==> config.mk <==
export PLATFORM = sky130hd
export DESIGN_NAME = fetch_sequencer
export DESIGN_NICKNAME = d
export VERILOG_FILES = /design/src/rtl/fetch_sequencer.sv
export SDC_FILE = /design/constraint.sdc
export NUM_CORES = 1
export LEC_CHECK = 0
export CORE_ASPECT_RATIO = 0.75
export CORE_MARGIN = 2
export CORE_UTILIZATION = 60
export CTS_BUF_LIST = sky130_fd_sc_hd__clkbuf_8
export CTS_CLUSTER_DIAMETER = 30
export DETAILED_ROUTE_END_ITERATION = 8
export GPL_TIMING_DRIVEN = 0
export PLACE_DENSITY = 0.95
export SLEW_MARGIN = 20
export SYNTH_ARGS = -nofsm -noshare
export SYNTH_HDL_FRONTEND = slang
export SYNTH_SLANG_ARGS = --single-unit
export TNS_END_PERCENT = 5
==> constraint.sdc <==
create_clock -name CPU_CLK -period 7.3 [get_ports CPU_CLK]
set_input_delay 0.73 -clock CPU_CLK [delete_from_list [all_inputs] [get_ports CPU_CLK]]
set_output_delay 0.73 -clock CPU_CLK [all_outputs]
set_load 0.01 [all_outputs]
==> src/rtl/fetch_sequencer.sv <==
// Fetch-stage PC owner: sequences imem requests under a credit limit, kills stale fetches on redirect,
// and buffers responses for the IF/ID handshake. Optional macro FETCH_MISALIGN_CHECK_EN halts on misaligned targets.
module fetch_sequencer #(
  parameter logic [31:0] RESET_PC  = 32'h0000_0000,
  parameter int unsigned MAX_OUTST = 2
) (
  input  logic        CPU_CLK,
  input  logic        CPU_RSTN,
  input  logic        BranchE,
  input  logic [31:0] BranchTarget,
  input  logic        JalrE,
  input  logic [31:0] JalrTarget,
  input  logic        JalD,
  input  logic [31:0] JalTarget,
  input  logic        StallF,
  output logic        ImemReqValid,
  output logic [31:0] ImemReqAddr,
  input  logic        ImemReqReady,
  input  logic        ImemRespValid,
  input  logic [31:0] ImemRespData,
  output logic        InstrValidF,
  output logic [31:0] InstrF,
  output logic [31:0] InstrPCF,
  input  logic        InstrReadyD,
  output logic [31:0] PCF,
  output logic        RedirectF,
  output logic        MisalignF
);
  localparam int unsigned   DEPTH = 4;
  localparam int unsigned   CW    = 3;
  localparam logic [CW-1:0] LIMIT = CW'(MAX_OUTST);
  localparam logic [1:0]    LAST  = 2'(MAX_OUTST - 1);

  typedef enum logic [1:0] {BOOT, RUN, HALT} state_t;
  state_t state;

  logic [31:0]   pc;
  logic [CW-1:0] outst, kill, bcount, outst_nxt;
  logic [1:0]    a_wr, a_rd, b_wr, b_rd;
  logic [31:0]   a_pc   [DEPTH];
  logic [31:0]   b_data [DEPTH];
  logic [31:0]   b_pc   [DEPTH];

  logic        redirect, misalign, fire, resp, keep, pop;
  logic [31:0] target, load_pc;

  // Ring pointers wrap at MAX_OUTST so storage depth tracks the credit limit.
  function automatic logic [1:0] inc(input logic [1:0] p);
    return (p == LAST) ? 2'd0 : p + 2'd1;
  endfunction

  assign PCF         = pc;
  assign ImemReqAddr = pc;
  assign InstrValidF = (bcount != '0);
  assign InstrF      = b_data[b_rd];
  assign InstrPCF    = b_pc[b_rd];

  always_comb begin
    redirect = (state != HALT) && (BranchE || JalrE || JalD);
    target   = BranchE ? BranchTarget : (JalrE ? JalrTarget : JalTarget);
`ifdef FETCH_MISALIGN_CHECK_EN
    load_pc  = target;
    misalign = redirect && (target[1:0] != 2'b00);
`else
    load_pc  = target & 32'hFFFF_FFFC;
    misalign = 1'b0;
`endif
    ImemReqValid = (state == RUN) && !StallF && !redirect && ((outst + bcount) < LIMIT);
    fire      = ImemReqValid && ImemReqReady;
    resp      = ImemRespValid && (outst != '0);
    keep      = resp && (kill == '0) && !redirect && (state == RUN);
    pop       = InstrValidF && InstrReadyD;
    outst_nxt = outst + CW'(fire) - CW'(resp);
  end

  always_ff @(posedge CPU_CLK or negedge CPU_RSTN) begin
    if (!CPU_RSTN) begin
      state     <= BOOT;
      pc        <= RESET_PC;
      outst     <= '0;
      kill      <= '0;
      bcount    <= '0;
      a_wr      <= '0;
      a_rd      <= '0;
      b_wr      <= '0;
      b_rd      <= '0;
      a_pc      <= '{default: '0};
      b_data    <= '{default: '0};
      b_pc      <= '{default: '0};
      RedirectF <= 1'b0;
      MisalignF <= 1'b0;
    end else begin
      RedirectF <= redirect;
      if (misalign) begin
        state     <= HALT;
        MisalignF <= 1'b1;
      end else if (state == BOOT) begin
        state <= RUN;
      end

      outst <= outst_nxt;
      if (fire) begin
        a_pc[a_wr] <= pc;
        a_wr       <= inc(a_wr);
      end
      if (resp) a_rd <= inc(a_rd);

      if (redirect)  pc <= load_pc;
      else if (fire) pc <= pc + 32'd4;

      // Everything still in flight after a redirect (or while halted) is stale.
      if (redirect || state == HALT)  kill <= outst_nxt;
      else if (resp && kill != '0)    kill <= kill - CW'(1);

      if (redirect) begin
        b_wr   <= '0;
        b_rd   <= '0;
        bcount <= '0;
      end else begin
        if (keep) begin
          b_data[b_wr] <= ImemRespData;
          b_pc[b_wr]   <= a_pc[a_rd];
          b_wr         <= inc(b_wr);
        end
        if (pop) b_rd <= inc(b_rd);
        bcount <= bcount + CW'(keep) - CW'(pop);
      end
    end
  end
endmodule

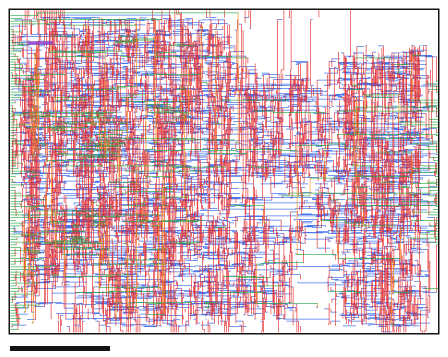
Fig. 1. Routed metal, one color a layer (run 1).
Bar = 50 µm.
green -> metal 3  # wire length 4150 µm
blue -> metal 1  # wire length 20.5 mm
purple -> metal 5  # wire length 11.0 µm
red -> metal 2  # wire length 26.3 mm
orange -> metal 4  # wire length 1860 µm
Total GRT Usage: 31.9%
vias: 13500

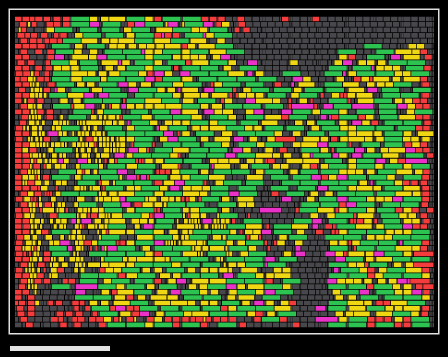
Fig. 2. Placed cells, one color a class (run 1).
Bar = 50 µm. Fill, decap, tap and diode cells in gray.
yellow -> combinational and other logic  # cells 828, share of their area 36%
green -> flops  # cells 417, share of their area 44%
magenta -> clock drivers and dummy loads  # cells 122, share of their area 6.4%
red -> other buffers and delay cells  # cells 392, share of their area 14%
Seq area share: 42.7%
core outline area: 0.0324 mm²

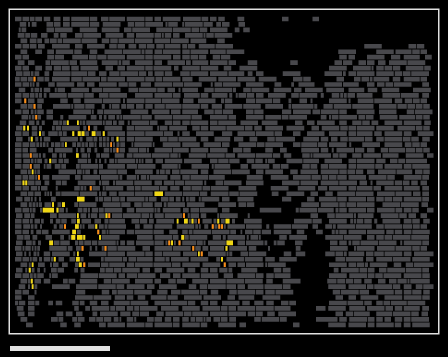
Fig. 3. Gate families picked out (run 1).
Bar = 50 µm.
orange -> inverters  # cells 27, most used inv_1
yellow -> NOR gates  # cells 54, most used nor2_1
Non-Filler Instances: 2201
combinational share of cell area: 34.7%
most frequent logic cell in the layout: dfrtp_1

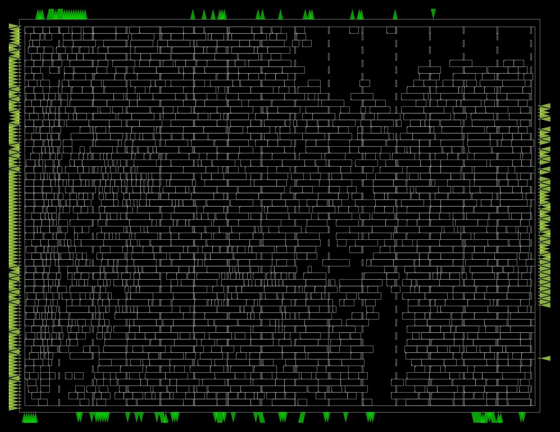
Fig. 4. Placement view (run 1).
Fill cells: 1960
total number of sequential cells: 417
Final Util: 75.5%

==> metrics.yaml, run 1 <==
synthArstFlopShare_pct: 100
tightest_slew_ns: 1.15
reg2reg_from: "outst[1]"
top_usage_layer: "met2"
io_pins: 269
hpwl_um: 35900
syn_avg_cell_area_um2: 14.3
first_pass_iters: 5
p_int_w: 0.00431
comb_cells: 801
highest_layer: "met5"
ys.flop_type: "dfrtp_1"
wl_met2_um: 26300
powerClk_w: 0.00226
comb_power_w: 0.00105
wl_per_cell_um: 24.0
ys_seq_share_pct: 53.0
rsz0062_at_grt: "no"
grt_use_met1_pct: 40.4
simple_gate_share_pct: 4.81
lay_top_cells: "417 x dfrtp_1, 338 x mux2_2, 253 x clkdlybuf4s50_1"
report.final.hold_viol_count: 0
outcome: "complete, no violations"
period_needed_ns: 4.21
ys_sh_xor_pct: 0.661
gp_congestion: 0.996
syn-cell-area_mm2: 0.0197
drive_above_1_share_pct: 37.0
rr_worst_depth: 13
cts_tree: "yes"
end_kind: "output port"
sequentialPowerShare_pct: 43.9
crit_type: "flop to output port"
met2_usage_pct: 53.7
drtIter0Drc: 1366
synthAoiAreaFrac_pct: 4.42
warnings: 35
layout.nets: 1860
yosysTopAreaCellShare_pct: 53.0
topCellsByArea: "dfrtp_1 53%, mux2_2 19%, mux4_2 11%"
die_y_um: 161
n_tap_cell: 442
cts_buffers: 74
crit_required_ns: 6.57
critical_path_cell_count: 4
die_x_um: 213
cts_resized: 0
start_kind: "flop"
regArea_mm2: 0.0104
top_regs: "b_data: 128 flops, a_pc: 120 flops, b_pc: 120 flops"
antenna_left: 0
clkLatencyLatePin_ns: 0.61
cts_root_buf: "clkbuf_8"
cp_slowest_cell: "buf_1"
cts_sinks: 417
top_cell: "dfrtp_1"
htree_levels: 3
p_switching_w: 0.00160
num_rows: 57
synthTopCellsByCount: "417 x dfrtp_1, 338 x mux2_2, 92 x mux4_2, 56 x clkbuf_1, 49 x a21oi_1"
viasPerCell: 6.16
drc: 0
final_area_mm2: 0.0244
==> inputs of run 2 (changes only) <==
--- a/config.mk
+++ b/config.mk
@@ -7,12 +7,12 @@
 export LEC_CHECK = 0
 export CORE_ASPECT_RATIO = 0.75
 export CORE_MARGIN = 2
-export CORE_UTILIZATION = 60
+export CORE_UTILIZATION = 57
 export CTS_BUF_LIST = sky130_fd_sc_hd__clkbuf_8
 export CTS_CLUSTER_DIAMETER = 30
 export DETAILED_ROUTE_END_ITERATION = 8
 export GPL_TIMING_DRIVEN = 0
-export PLACE_DENSITY = 0.95
+export PLACE_DENSITY = 0.93
 export SLEW_MARGIN = 20
 export SYNTH_ARGS = -nofsm -noshare
 export SYNTH_HDL_FRONTEND = slang
==> constraint.sdc (replaced) <==
create_clock -name CPU_CLK -period 4.4 [get_ports CPU_CLK]
set_input_delay 0.44 -clock CPU_CLK [delete_from_list [all_inputs] [get_ports CPU_CLK]]
set_output_delay 0.44 -clock CPU_CLK [all_outputs]
set_load 0.01 [all_outputs]
==> metrics.yaml, run 2 <==
n_tap_cell: 450  # +1.8%
num-fill-cells: 2081  # +6.2%
hpwl_um: 36100  # +0.40%
comb_area_mm2: 0.00847
viasPerCell: 6.00  # -2.6%
top_regs: "b_data: 128 flops, a_pc: 120 flops, b_pc: 120 flops"
core_mm2: 0.0337  # +4.2%
p_comb_share_pct: 17.1
nonClkBufAreaFrac_pct: 13.6
cts_root_buf: "clkbuf_8"
simple_gate_share_pct: 4.81  # unchanged
gp_congestion: 0.979  # -1.8%
layout.nets: 1866  # +0.32%
warnings: 37  # +5.7%
top_usage_layer: "met2"
io_pins: 269  # unchanged
end_kind: "output port"
final_area_mm2: 0.0247  # +1.1%
outcome: "complete, no violations"
final_util_pct: 73.2  # -2.3 points
comb_cells: 801  # unchanged
syn_avg_cell_area_um2: 14.3  # unchanged
first_pass_iters: 5  # unchanged
r2r_end: "kill[2]"
dominant_cells: "registers"
period_needed_ns: 3.89
tightest_slew_ns: 1.03  # -0.122 ns
die_y_um: 165  # +2.5%
cts_tree: "yes"
postCtsSetupBuffers: 0
cp_slowest_cell: "buf_1"
htree_levels: 3  # unchanged
synthTopCellsByCount: "417 x dfrtp_1, 338 x mux2_2, 92 x mux4_2, 56 x clkbuf_1, 49 x a21oi_1"
rr_worst_depth: 13  # unchanged
regArea_mm2: 0.0104  # unchanged
yosysTopAreaCellShare_pct: 53.0  # unchanged
antenna_found_initial: 0
cp-endpoint: "InstrPCF[17]"
hold_start: "BranchE"
setup_tns_ns: 0
met1_length_um: 21300
drtIter0Drc: 1194  # -13%
powerSeq_w: 0.00430
cts_buffers: 79  # +6.8%
sequentialPowerShare_pct: 42.1  # -1.8 points
drive_above_1_share_pct: 37.5  # +0.52 points
finalClockSkew_ns: 0.0371
rsz0062_at_grt: "no"
synthCells: 1373
ys.flop_type: "dfrtp_1"
placed_area_mm2: 0.0229
swShare_pct: 26.7
lay_top_cells: "417 x dfrtp_1, 338 x mux2_2, 253 x clkdlybuf4s50_1"
wl_met2_um: 26100  # -0.67%
powerClk_w: 0.00416  # +84%
reg2reg_from: "outst[1]"
synthArstFlopShare_pct: 100  # unchanged
critical_path_cell_count: 4  # unchanged
lay_top_count: "dfrtp_1"
seq_cells: 417  # unchanged
comb_power_w: 0.00175  # +67%
highest_layer: "met4"
crit_required_ns: 3.96  # -2.61 ns
synthAoiAreaFrac_pct: 4.42  # unchanged
antenna_left: 0  # unchanged
p_switching_w: 0.00272  # +70%
critPathTopFamily: "buffers and inverters"
top_cell: "dfrtp_1"
start_kind: "flop"
cellPowerDensity_mw_per_mm2: 413
fin_crit_sh_pct: 88.4
clkLatencyLatePin_ns: 0.61  # about the same
ys_sh_xor_pct: 0.661  # unchanged
buffers: 393
crit_type: "flop to output port"
report.final.hold_viol_count: 0  # unchanged
topCellsByArea: "dfrtp_1 53%, mux2_2 19%, mux4_2 11%"
cts_sinks: 417  # unchanged
cts_resized: 0  # unchanged
die_x_um: 219  # +2.5%
p_leak_nw: 11.7
num-clock-buffers: 96
p_int_w: 0.00749  # +74%
drc: 0  # unchanged
clkCellAreaFrac_pct: 7.15
ys_seq_share_pct: 53.0  # unchanged
grt_use_met1_pct: 38.9  # -1.5 points
met2_usage_pct: 50.7  # -3.0 points
syn-cell-area_mm2: 0.0197  # unchanged
cts_hold_buf: 1
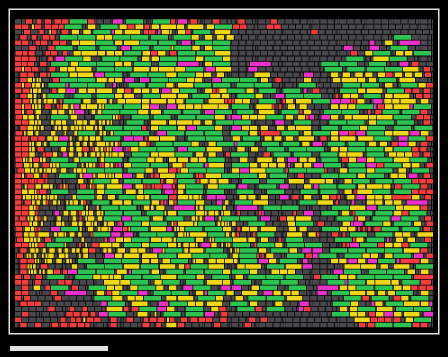
Fig. 5. Placed cells, one color a class (run 2).
Bar = 50 µm. Fill, decap, tap and diode cells in gray.
green -> flops  # cells 417, share of their area 43%
yellow -> combinational and other logic  # cells 828, share of their area 36%
red -> other buffers and delay cells  # cells 393, share of their area 14%
magenta -> clock drivers and dummy loads  # cells 142, share of their area 7.3%
FP Rows: 58
Seq area share: 42.2%

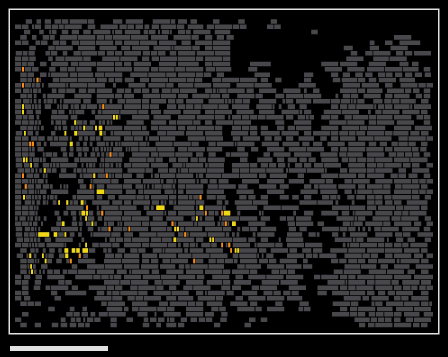
Fig. 6. Gate families picked out (run 2).
Bar = 50 µm.
yellow -> NOR gates  # cells 54, most used nor2_1
orange -> inverters  # cells 27, most used inv_1
combinational share of cell area: 34.3%
Non-Filler Instances: 2230

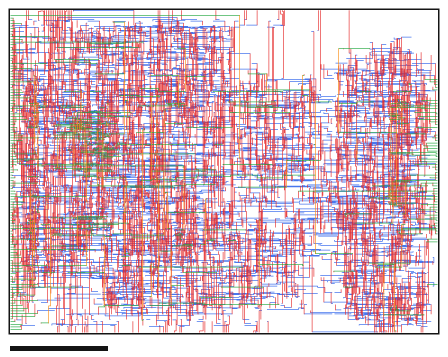
Fig. 7. Routed metal, one color a layer (run 2).
Bar = 50 µm.
green -> metal 3  # wire length 3910 µm
red -> metal 2  # wire length 26.1 mm
blue -> metal 1  # wire length 21.3 mm
orange -> metal 4  # wire length 1620 µm
WL/cell: 23.8 µm
Total GRT Usage: 30.2%
vias: 13400
routed wire length: 53000 µm

